<file path="src/rtl/flag_pkg.sv">
// Shared definitions for the flag context block: update modes and default sizing.
package flag_pkg;

    typedef enum logic [1:0] {
        FLAG_LOAD   = 2'b00,
        FLAG_SET    = 2'b01,
        FLAG_CLEAR  = 2'b10,
        FLAG_TOGGLE = 2'b11
    } flag_mode_e;

    localparam int FLAG_WIDTH = 8;
    localparam int FLAG_DEPTH = 4;

endpackage

</file>
<file path="src/rtl/flag_lifo.sv">
// Context-save LIFO: storage, occupancy pointer and full/empty status.
// The caller guarantees push/pop/swap are mutually exclusive and legal.
module flag_lifo #(
    parameter int WIDTH = 8,
    parameter int DEPTH = 4,
    localparam int DW   = $clog2(DEPTH + 1)
) (
    input  logic             clk,
    input  logic             rst_n,
    input  logic             push,
    input  logic             pop,
    input  logic             swap,
    input  logic [WIDTH-1:0] din,
    output logic [WIDTH-1:0] top,
    output logic [DW-1:0]    depth,
    output logic             full,
    output logic             empty
);

    logic [DEPTH-1:0][WIDTH-1:0] mem;

    always_ff @(posedge clk) begin
        if (!rst_n)
            depth <= '0;
        else if (push)
            depth <= depth + DW'(1);
        else if (pop)
            depth <= depth - DW'(1);
    end

    // Push writes the slot at depth; swap overwrites the current top slot.
    always_ff @(posedge clk) begin
        for (int i = 0; i < DEPTH; i++) begin
            if (rst_n && ((push && depth == DW'(i)) || (swap && depth == DW'(i + 1))))
                mem[i] <= din;
        end
    end

    always_comb begin
        top = '0;
        for (int i = 0; i < DEPTH; i++) begin
            if (depth == DW'(i + 1))
                top = mem[i];
        end
    end

    assign full  = (depth == DW'(DEPTH));
    assign empty = (depth == '0);

endmodule

</file>
<file path="src/rtl/flag_ctx.sv">
// Flag register with masked LOAD/SET/CLEAR/TOGGLE updates, a save/restore
// stack for interrupt entry/return, and sticky overflow/underflow errors.
module flag_ctx
    import flag_pkg::*;
#(
    parameter int WIDTH = FLAG_WIDTH,
    parameter int DEPTH = FLAG_DEPTH,
    localparam int DW   = $clog2(DEPTH + 1)
) (
    input  logic             CLK,
    input  logic             Reset,
    input  logic [WIDTH-1:0] Flagin,
    input  logic             wrflag,
    input  logic [1:0]       mode,
    input  logic [WIDTH-1:0] mask,
    input  logic             push,
    input  logic             pop,
    input  logic             clr_err,
    output logic [WIDTH-1:0] Flagout,
    output logic [DW-1:0]    depth,
    output logic             full,
    output logic             empty,
    output logic             ovf_err,
    output logic             unf_err
);

    logic [WIDTH-1:0] operand, updated, top, next_flags;
    logic             do_push, do_pop, do_swap, ovf_set, unf_set;

    // A rejected pop degrades push+pop to a plain push.
    assign do_swap = push & pop & ~empty;
    assign do_pop  = pop & ~push & ~empty;
    assign do_push = push & ~full & (~pop | empty);
    assign ovf_set = push & ~pop & full;
    assign unf_set = pop & empty;

    always_comb begin
        operand = Flagin & mask;
        updated = Flagout;
        case (flag_mode_e'(mode))
            FLAG_LOAD:   updated = (Flagout & ~mask) | operand;
            FLAG_SET:    updated = Flagout | operand;
            FLAG_CLEAR:  updated = Flagout & ~operand;
            FLAG_TOGGLE: updated = Flagout ^ operand;
            default:     updated = Flagout;
        endcase

        next_flags = Flagout;
        if (do_swap || do_pop)
            next_flags = top;
        else if (wrflag)
            next_flags = updated;
    end

    always_ff @(posedge CLK) begin
        if (!Reset) begin
            Flagout <= '0;
            ovf_err <= 1'b0;
            unf_err <= 1'b0;
        end else begin
            Flagout <= next_flags;
            ovf_err <= ovf_set | (ovf_err & ~clr_err);
            unf_err <= unf_set | (unf_err & ~clr_err);
        end
    end

    flag_lifo #(
        .WIDTH (WIDTH),
        .DEPTH (DEPTH)
    ) u_lifo (
        .clk   (CLK),
        .rst_n (Reset),
        .push  (do_push),
        .pop   (do_pop),
        .swap  (do_swap),
        .din   (Flagout),
        .top   (top),
        .depth (depth),
        .full  (full),
        .empty (empty)
    );

endmodule

</file>
<file path="config.mk">
export PLATFORM = sky130hd
export DESIGN_NAME = flag_ctx
export DESIGN_NICKNAME = d
export VERILOG_FILES = /design/src/rtl/flag_pkg.sv /design/src/rtl/flag_lifo.sv /design/src/rtl/flag_ctx.sv
export SDC_FILE = /design/constraint.sdc
export NUM_CORES = 1
export LEC_CHECK = 0
export CAP_MARGIN = 30
export CORE_MARGIN = 4
export CORE_UTILIZATION = 55
export CTS_BUF_LIST = sky130_fd_sc_hd__clkbuf_2
export DETAILED_ROUTE_END_ITERATION = 10
export HOLD_SLACK_MARGIN = 0.06
export PLACE_DENSITY = 0.82
export SETUP_SLACK_MARGIN = 0.15
export SYNTH_ARGS = -nofsm -noshare
export SYNTH_HDL_FRONTEND = slang
export SYNTH_SLANG_ARGS = --single-unit
</file>
<file path="constraint.sdc">
create_clock -name CLK -period 2.7 [get_ports CLK]
set_input_delay 0.54 -clock CLK [delete_from_list [all_inputs] [get_ports CLK]]
set_output_delay 0.54 -clock CLK [all_outputs]
set_load 0.02 [all_outputs]
</file>
Placed cells, one colour a class:
Fill, decap, tap and diode cells in grey.
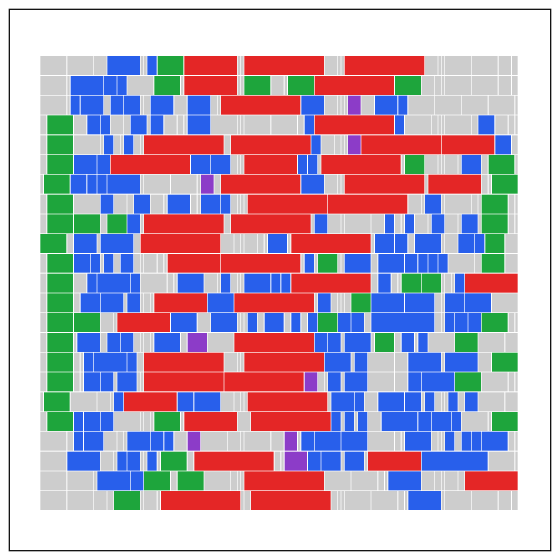
[clock drivers and dummy loads] purple | cells: 8 | share of their area: 1.6%
[flops] red | cells: 45 | share of their area: 43%
[all other logic] blue | cells: 168 | share of their area: 40%
[other buffers and delay cells] green | cells: 47 | share of their area: 16%

PDN straps and rails:
The bar under the picture is 20 µm long. Pins as bars on the die edge. Tap cells in grey.
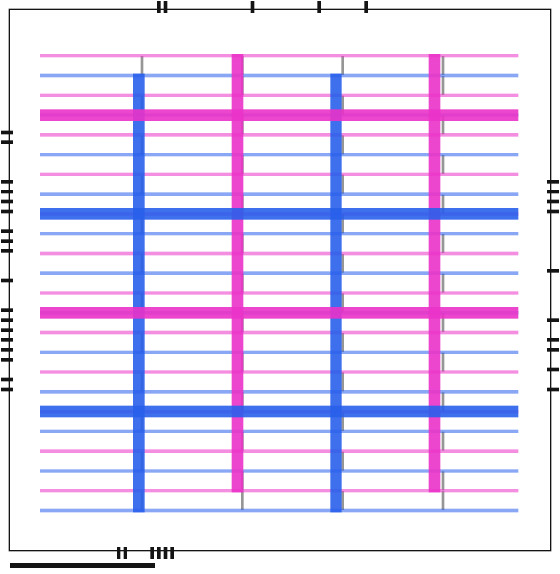
[VSS] blue
[VDD] magenta
signal pins: 39
tap cells: 50
met5 straps: 4
rows: 23

Routed metal per tile:
The die is cut into 15 by 15 equal tiles; dark blue is low, red is high, scaled to the fullest tile. Values are wire area over tile area, all layers added.
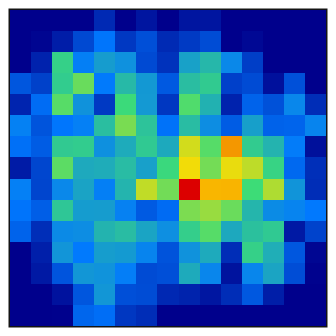
tiles over half the peak: 10%
densest ninth of the die: middle
mean over tiles: 0.15
emptiest ninth of the die: top right
nearly empty tiles: 19%
fullest tile: 0.63

==> flow_results.org <==
#+TITLE: Synthesis and PnR summary

** Floorplan
- Chip Width :: 74.3 µm
- The initialized floorplan defines 23 standard-cell rows.
- Die area :: 0.00552 mm²
- 39 I/O pins were placed.
- At the floorplan stage, the core utilization is reported as 58.7%.
- Standard cell core area :: 0.00412 mm²

** Pwr
- The analysis reports a worst IR drop on VDD of 0.000278 V.
- Total power :: 1.71 mW
- Total power normalized to cell area comes to 590 mW/mm².
- The analysis attributes to cell leakage a power of 1.12 nW.

** Yosys
- Per the synthesis report, the number of distinct cell types is 38.
- Total of warnings raised by yosys :: 0
- Post-synth regs :: 45
- Among the non-sequential cells, AND-OR/OR-AND gates take the most area.
- The synthesized netlist devotes 22.0% of its cell area to compound gates.
- Top area cells in the synthesized netlist :: edfxtp_1 (40%), dfxtp_1 (11%), ha_1 (7.2%)
- After Yosys synthesis, full adders, half adders and majority gates account for 7.25% of the synthesized area.
- Instance count of the mapped netlist :: 226
- Yosys reports the multiplexer fraction of the synthesized area as 1.24%.
- In the synthesis report, Yosys lists the chip area as 0.00242 mm².
- Xor/xnor share :: 0%
- Max-area cell share :: 39.8%
- For this run, the register share of the synthesized area comes to 50.5%.
- A synthesized cell averages 10.7 µm².

** Final timing
- Endpoints failing hold in the final report were tallied at 0.
- Setup slack on the critical path of the routed design comes to 0.390 ns.
- The most critical hold endpoint after final layout shows a slack of 0.539 ns.
- Total negative slack for setup checks :: 0 ns
- Post-route minimum period :: 2.31 ns
- Pins over their slew limit in the final report were tallied at 0.
- Unrepaired setup endpoints after global routing :: no
- Relative slew slack :: 57.5%
- Final setup violation count :: 0

** Critical path
- Count of cells along the worst register-to-register path :: 6
- Launching point of the worst reg2reg path :: u_lifo.depth[2]$_SDFFE_PN0P_
- Per the timing report, the biggest fanout along the worst path comes to 13.
- The worst setup path is captured at an output port.
- Grouping stages by cell kind, the critical path spends the most delay in buffers and inverters.
- The critical path goes through inv_1, ha_4, nand2b_4, inv_2, dlygate4sd2_1.
- RR Endpoint :: Flagout[1]$_SDFFE_PN0P_
- CP max-delay cell :: dfxtp_1
- Arrival time of the worst setup path :: 1.77 ns
- Worst path bufs/invs :: 3
- STA classifies the critical path startpoint as a register.
- Among all stages on the critical path, the maximum delay recorded is 0.40 ns.
- By startpoint and endpoint, the worst setup path is classified as reg2out.

** Placement
- At the end of routability-driven placement, the weighted congestion stood at 0.887.
- Placed insts :: 310
- DP HPWL :: 3.86 mm
- Post-placement cell area :: 0.00285 mm²
- Pre-CTS setup slack :: 0.335 ns

** Global route
- GRT busiest layer :: met2
- Via count of the first global-routing pass :: 1786
- Overflow left after global routing :: 0
- Global routing consumed, on the met1 layer, 27.4% of the routing resources.
- The first global-routing pass estimated 8.47 mm of wire.
- Global Route met2 Usage :: 33.5%
- Maximum number of pins on one net before global-route repair :: 17
- Summed over all routing layers, the global router reports a total usage of 20.4%.

** Clocking
- TritonCTS built the clock tree.
- Clock tree root driver cell :: clkbuf_2
- Clock insertion delay at the later pin of the skew report :: 0.40 ns
- Counting along the longest clock path gives a buffer depth of 2.
- The clock H-tree reported by CTS has 2 levels.
- Clock input transition at the sequential cells of the worst setup and hold paths :: 0.20 ns
- Buffers inserted during clock tree synthesis total 5.

** Routing
- Summed over all layers, the routed wires come to 5.31 mm.
- For this run, design rule violations remaining after detail routing come to 0.
- Detailed-route via count :: 1941
- The detail route stage leaves a number of antenna-violating nets equal to 0.
- In the log, the iteration count for the first detailed-route pass is 4.
- After detailed routing, the average wire length per cell comes to 16.7 µm.
- Vias per Instance :: 6.10

** Cells and area
- Cells fill 70.7% of the core in the end.
- In the final layout, the share of cells above drive strength 1 is 9.70%.
- The area growth from synthesis to layout is 20.3%.
- According to the finish report, the design has a final net count of 305.
- The most common logic cell in the final layout is clkdlybuf4s50_1.

** Flow run
- The stage logs contain a warning count of 30.

** Outcome
- Outcome :: finished, final reports clean

** Min path
- Hold Path Origin :: u_lifo.depth[0]$_SDFFE_PN0P_
- The report gives the cell count of the worst hold path as 2.
cell families (layout without fill, tap and decap cells):
family                   Yosys count  in the layout
AND-OR/OR-AND                     74             74
adder cells (fa/ha/maj)           14             14
buffers and inverters             24             66
flip-flops                        45             45
multiplexers                       3              3
AND/OR/NAND/NOR                   66             66
worst reg2reg max path, delay by kind of cell (launching register included):
kind                     cells  cell delay [ns]
AND/OR/NAND/NOR              1             0.49
adder cells (fa/ha/maj)      1             0.44
AND-OR/OR-AND                3             0.50
flip-flops                   1             0.55
buffers and inverters        1             0.12
worst max path at each step:
stage,cells after the start,start,to
CTS,5,u_lifo.depth[0]$_SDFFE_PN0P_,empty
global route,5,u_lifo.depth[0]$_SDFFE_PN0P_,empty
detailed placement,5,u_lifo.depth[0]$_SDFFE_PN0P_,empty
finish,5,u_lifo.depth[0]$_SDFFE_PN0P_,empty
floorplan,6,u_lifo.depth[0]$_SDFFE_PN0P_,u_lifo.mem[10]$_DFFE_PP_
global placement,5,u_lifo.depth[1]$_SDFFE_PN0P_,empty
metal layers:
metal / vias to the layer above / wire, µm / share of wire [%]
li1: 946 / - / -
met1: 916 / 2390 / 45
met2: 77 / 2490 / 47
met3: 2 / 390 / 7.4
met4: 0 / 32 / 0.60
met5: - / 0 / 0
sequential cells by signal, summed over array words and instances (netlist names):
| signal | cells |
|---|---|
| u_lifo.depth | 3 |
| unf_err | 1 |
| Flagout | 8 |
| u_lifo.mem | 32 |
| ovf_err | 1 |
power by group:
group | switching, mW | internal [mW] | total (mW) | leakage [nW]
sequential | 0.0600 | 0.811 | 0.871 | 0.404
clock | 0.212 | 0.0655 | 0.277 | 0.0294
combinational | 0.310 | 0.256 | 0.566 | 0.684
total | 0.582 | 1.13 | 1.71 | 1.12
cell usage after synthesis (all sizes together):
cell / n
inv: 11
nor4b: 2
nand3: 4
nor2b: 4
a221o: 2
o211a: 4
o21a: 2
o21ai: 12
nor3: 2
mux2i: 3
o211ai: 9
nand3b: 2
buf: 9
nor2: 8
nand2: 36
nor3b: 1
a21boi: 1
clkbuf: 4
o22ai: 3
or2: 1
and3: 2
o32ai: 3
o311a: 6
ha: 14
dfxtp: 13
nand2b: 4
o2111ai: 2
edfxtp: 32
a222oi: 3
a21oi: 18
a221oi: 9
layout make-up:
| type | instances | area, µm² |
|---|---|---|
| inverters | 11 | 41.3 |
| clock buffers | 5 | 25.0 |
| well taps | 50 | 62.6 |
| clock inverters | 3 | 21.3 |
| multi-input cells | 157 | 1090 |
| flip-flops and latches | 45 | 1220 |
| fillers | 318 | 1210 |
| repair buffers | 47 | 445 |
what timing repair did:
item                                   CTS  global route
hold buffers                             0             0
setup endpoints to repair                2             0
endpoints found under the hold margin    0             0
gates resized                            4             0
setup buffers                            0             0
No activity file was given, so power comes from the tool's default toggle rates.
